<file path="src/rtl/nim_tac_pkg.sv">
`default_nettype none
// ============================================================================
// Package : nim_tac_pkg
// Shared FSM state encoding and output-word field layout for the TAC readout.
// Rev     : 1.0
// ============================================================================
package nim_tac_pkg;

    typedef enum logic [1:0] {
        IDLE    = 2'd0,
        READ    = 2'd1,
        CAPTURE = 2'd2,
        SEND    = 2'd3
    } arb_state_t;

    localparam int CH_MSB   = 63;
    localparam int CH_LSB   = 60;
    localparam int SEQ_MSB  = 59;
    localparam int SEQ_LSB  = 52;
    localparam int DATA_MSB = 31;

    localparam int GRANT_W  = 4;
    localparam int SEQ_W    = 8;

endpackage : nim_tac_pkg
`default_nettype wire

</file>
<file path="src/rtl/nim_tac_readout_arbiter_rr_pick.sv">
`default_nettype none
// ============================================================================
// Module : rr_pick
// Combinational round-robin search: first requester strictly after 'last'.
// Rev    : 1.0
// ============================================================================
module rr_pick #(
    parameter int NCH = 4
) (
    input  logic [NCH-1:0] req,
    input  logic [3:0]     last,
    output logic           found,
    output logic [3:0]     idx
);

    logic [15:0] req_ext;
    logic [4:0]  cand;

    assign req_ext = 16'(req);

    // Walk offsets 1..NCH so the last granted channel is considered only last.
    always_comb begin
        found = 1'b0;
        idx   = 4'd0;
        cand  = 5'd0;
        for (int i = 1; i <= NCH; i++) begin
            cand = {1'b0, last} + 5'(i);
            if (cand >= 5'(NCH)) begin
                cand = cand - 5'(NCH);
            end
            if (!found && req_ext[cand[3:0]]) begin
                found = 1'b1;
                idx   = cand[3:0];
            end
        end
    end

endmodule : rr_pick
`default_nettype wire

</file>
<file path="src/rtl/nim_tac_readout_arbiter.sv">
`default_nettype none
// ============================================================================
// Module : nim_tac_readout_arbiter
// Round-robin readout of NCH TAC timing FIFOs onto one tagged 64-bit stream.
// Rev    : 1.0
// ============================================================================
module nim_tac_readout_arbiter
    import nim_tac_pkg::*;
#(
    parameter int NCH       = 4,
    parameter int MAX_BURST = 8
) (
    input  logic              clk,
    input  logic              reset,
    input  logic              enable,
    input  logic [NCH-1:0]    ch_empty,
    output logic [NCH-1:0]    ch_rd_en,
    input  logic [NCH*32-1:0] ch_dout,
    output logic [63:0]       b_data,
    output logic              b_data_we,
    input  logic              b_enable,
    output logic [3:0]        grant,
    output logic [31:0]       words_out
);

    arb_state_t             state_q, state_d;
    logic [GRANT_W-1:0]     grant_q, grant_d;
    logic [7:0]             burst_cnt_q, burst_cnt_d;
    logic [SEQ_W-1:0]       seq_q [NCH];
    logic [SEQ_W-1:0]       seq_d [NCH];
    logic [31:0]            words_q, words_d;
    logic [63:0]            b_data_q, b_data_d;

    logic                   pick_found;
    logic [3:0]             pick_idx;
    logic [SEQ_W-1:0]       sel_seq;
    logic [31:0]            sel_dout;
    logic                   sel_empty;
    logic [8:0]             burst_inc;

    rr_pick #(
        .NCH (NCH)
    ) u_rr_pick (
        .req   (~ch_empty),
        .last  (grant_q),
        .found (pick_found),
        .idx   (pick_idx)
    );

    // Per-channel views of the currently granted channel.
    always_comb begin
        sel_seq   = '0;
        sel_dout  = '0;
        sel_empty = 1'b1;
        for (int i = 0; i < NCH; i++) begin
            if (grant_q == 4'(i)) begin
                sel_seq   = seq_q[i];
                sel_dout  = ch_dout[i*32 +: 32];
                sel_empty = ch_empty[i];
            end
        end
    end

    always_comb begin
        state_d     = state_q;
        grant_d     = grant_q;
        burst_cnt_d = burst_cnt_q;
        seq_d       = seq_q;
        words_d     = words_q;
        b_data_d    = b_data_q;
        ch_rd_en    = '0;
        b_data_we   = 1'b0;
        burst_inc   = {1'b0, burst_cnt_q} + 9'd1;

        case (state_q)
            IDLE: begin
                if (enable && pick_found) begin
                    grant_d     = pick_idx;
                    burst_cnt_d = '0;
                    state_d     = READ;
                end
            end
            READ: begin
                for (int i = 0; i < NCH; i++) begin
                    ch_rd_en[i] = (grant_q == 4'(i));
                end
                state_d = CAPTURE;
            end
            CAPTURE: begin
                b_data_d                   = '0;
                b_data_d[CH_MSB:CH_LSB]    = grant_q;
                b_data_d[SEQ_MSB:SEQ_LSB]  = sel_seq;
                b_data_d[DATA_MSB:0]       = sel_dout;
                state_d                    = SEND;
            end
            SEND: begin
                b_data_we = b_enable;
                if (b_enable) begin
                    for (int i = 0; i < NCH; i++) begin
                        if (grant_q == 4'(i)) begin
                            seq_d[i] = sel_seq + 8'd1;
                        end
                    end
                    words_d     = words_q + 32'd1;
                    burst_cnt_d = burst_inc[7:0];
                    // Empty flag is settled here: the last pop was two cycles ago.
                    if (enable && (burst_inc < 9'(MAX_BURST)) && !sel_empty) begin
                        state_d = READ;
                    end else begin
                        state_d = IDLE;
                    end
                end
            end
            default: state_d = IDLE;
        endcase
    end

    always_ff @(posedge clk) begin
        if (reset) begin
            state_q     <= IDLE;
            grant_q     <= 4'(NCH - 1);
            burst_cnt_q <= '0;
            words_q     <= '0;
            b_data_q    <= '0;
            for (int i = 0; i < NCH; i++) begin
                seq_q[i] <= '0;
            end
        end else begin
            state_q     <= state_d;
            grant_q     <= grant_d;
            burst_cnt_q <= burst_cnt_d;
            words_q     <= words_d;
            b_data_q    <= b_data_d;
            seq_q       <= seq_d;
        end
    end

    assign b_data    = b_data_q;
    assign grant     = grant_q;
    assign words_out = words_q;

endmodule : nim_tac_readout_arbiter
`default_nettype wire

</file>
<file path="config.mk">
export PLATFORM = sky130hd
export DESIGN_NAME = nim_tac_readout_arbiter
export DESIGN_NICKNAME = d
export VERILOG_FILES = /design/src/rtl/nim_tac_pkg.sv /design/src/rtl/nim_tac_readout_arbiter_rr_pick.sv /design/src/rtl/nim_tac_readout_arbiter.sv
export SDC_FILE = /design/constraint.sdc
export NUM_CORES = 1
export LEC_CHECK = 0
export CORE_UTILIZATION = 49
export DETAILED_ROUTE_END_ITERATION = 12
export PLACE_DENSITY_LB_ADDON = 0.2
export RECOVER_POWER = 50
export SLEW_MARGIN = 40
export SYNTH_ARGS = -nofsm -noshare
export SYNTH_HDL_FRONTEND = slang
export SYNTH_SLANG_ARGS = --single-unit
</file>
<file path="constraint.sdc">
create_clock -name clk -period 4.8 [get_ports clk]
set_input_delay 0.72 -clock clk [delete_from_list [all_inputs] [get_ports clk]]
set_output_delay 0.72 -clock clk [all_outputs]
set_load 0.05 [all_outputs]
</file>
layer_met3.png
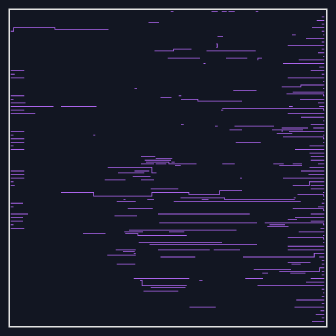
nets with wire on the layer: 168
main direction: horizontal
share of all routed wire: 8.2%
wire length on this layer: 1660 µm
longest straight run: 47.8 µm

flops_by_reg.png
Other sequential cells in the stronger gray, the rest of the logic in the fainter gray.
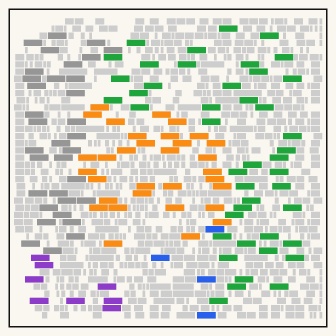
legend:
  orange:
    signal: `seq_q`
    flops: 32
    where: center
  blue:
    signal: `grant`
    flops: 4
  green:
    signal: `b_data`
    flops: 44
  purple:
    signal: `burst_cnt_q`
    flops: 8
    where: south-west
Reg area: 0.00244 mm²
Seq area share: 0.255
Seq. pwr: 1.18 mW
post-route core utilization: 0.715

io_fan.png
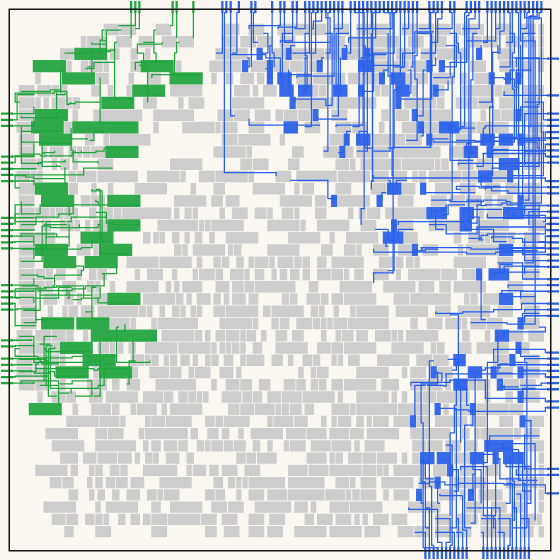
legend:
  blue:
    port: `ch_dout`
    bits: 128
    direction: input
    end_cells: 96
    buffers: 128
    wire: 3860 µm
  green:
    port: `words_out`
    bits: 32
    direction: output
    end_cells: 32
    buffers: 32
    wire: 1180 µm
PortBufs: 220
I/O pins: 241

metal_density.png
24 x 24 tiles, from black (low) to pale yellow (high), scaled to the fullest tile. Values are wire area over tile area, all layers added.
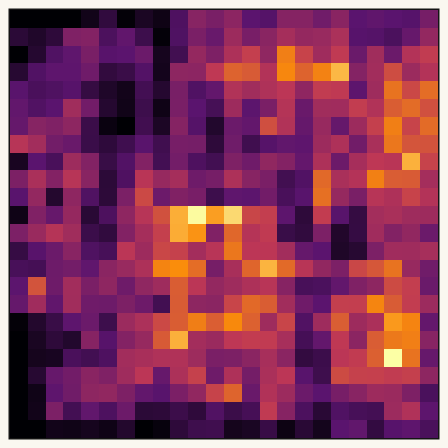
fullest tile: 0.67
nearly empty tiles: 3.0%
mean over tiles: 0.23
tiles over half the peak: 19%

==> run notes <==
impl run done, here's what came out: Final setup viols 0, Comb gates 638, failing checks capacitance limit, slew limit, Registers, synthesis 122, commonest cells in the netlist nor2_1, dfxtp_1, nand2_1, number of max-cap violations 1, final total power 4.08 mW, final wirelength 20300 µm, Peak VDD IR 0.000194 V, relative max-transition margin -0.00432, bufs w/o clock 228, Max Slew Vio Count 39, Post-DRT Antenna Nets 0, NonClk Buf Share 0.236, Fin. Hold Viols 0, Largest register FFs 44, pin count of the biggest net entering global routing 69, cells after synthesis 840, Min-Delay Path Class register to register, drt via density 5.61, fill count 1141, n_taps 176, outcome complete, but fails checks, Synth top cell by count nor2_1, Die X 120 µm, vias in the first global route 6370, DRC violations left 0, Reg2Reg Capture Point seq_q[6], Worst-Margin Slew 1.51 ns, Core ar. 0.0134 mm², Crit. End Element output port, layout sequential cell count 122, Mapped Area 0.00681 mm², setup tns final 0 ns, yosys stat area 0.00681 mm², worst reg-to-reg setup slack 1.66 ns, GR peak layer met2, crit path to ch_rd_en[2], yosys adder share 0.0422, # clock sinks 122
[metrics by stage]
stage	std cells	hold slack, ns	util
3_5_place_dp	1184	0.451	0.670
6_report	1218	0.458	0.715
3_3_place_gp	1184	0.442	0.669
5_1_grt	1218	0.483	0.715
2_1_floorplan	859	0.432	-
4_1_cts	1216	0.459	0.715
[worst min path at each step]
stage               startpoint         to  slack (ns)  cells past startpoint
floorplan             seq_q[2]   seq_q[2]        0.43                      2
CTS                  seq_q[11]  seq_q[11]        0.46                      2
global placement     seq_q[10]  seq_q[10]        0.44                      2
global route          seq_q[3]   seq_q[3]        0.48                      2
detailed placement   seq_q[11]  seq_q[11]        0.45                      2
finish               seq_q[11]  seq_q[11]        0.46                      2
[where the power goes]
group,switching (mW),internal [mW]
Clock,0.477,0.817
Combinational,1.04,0.568
Sequential,0.0639,1.11
Power is estimated from default activity; no workload was simulated.
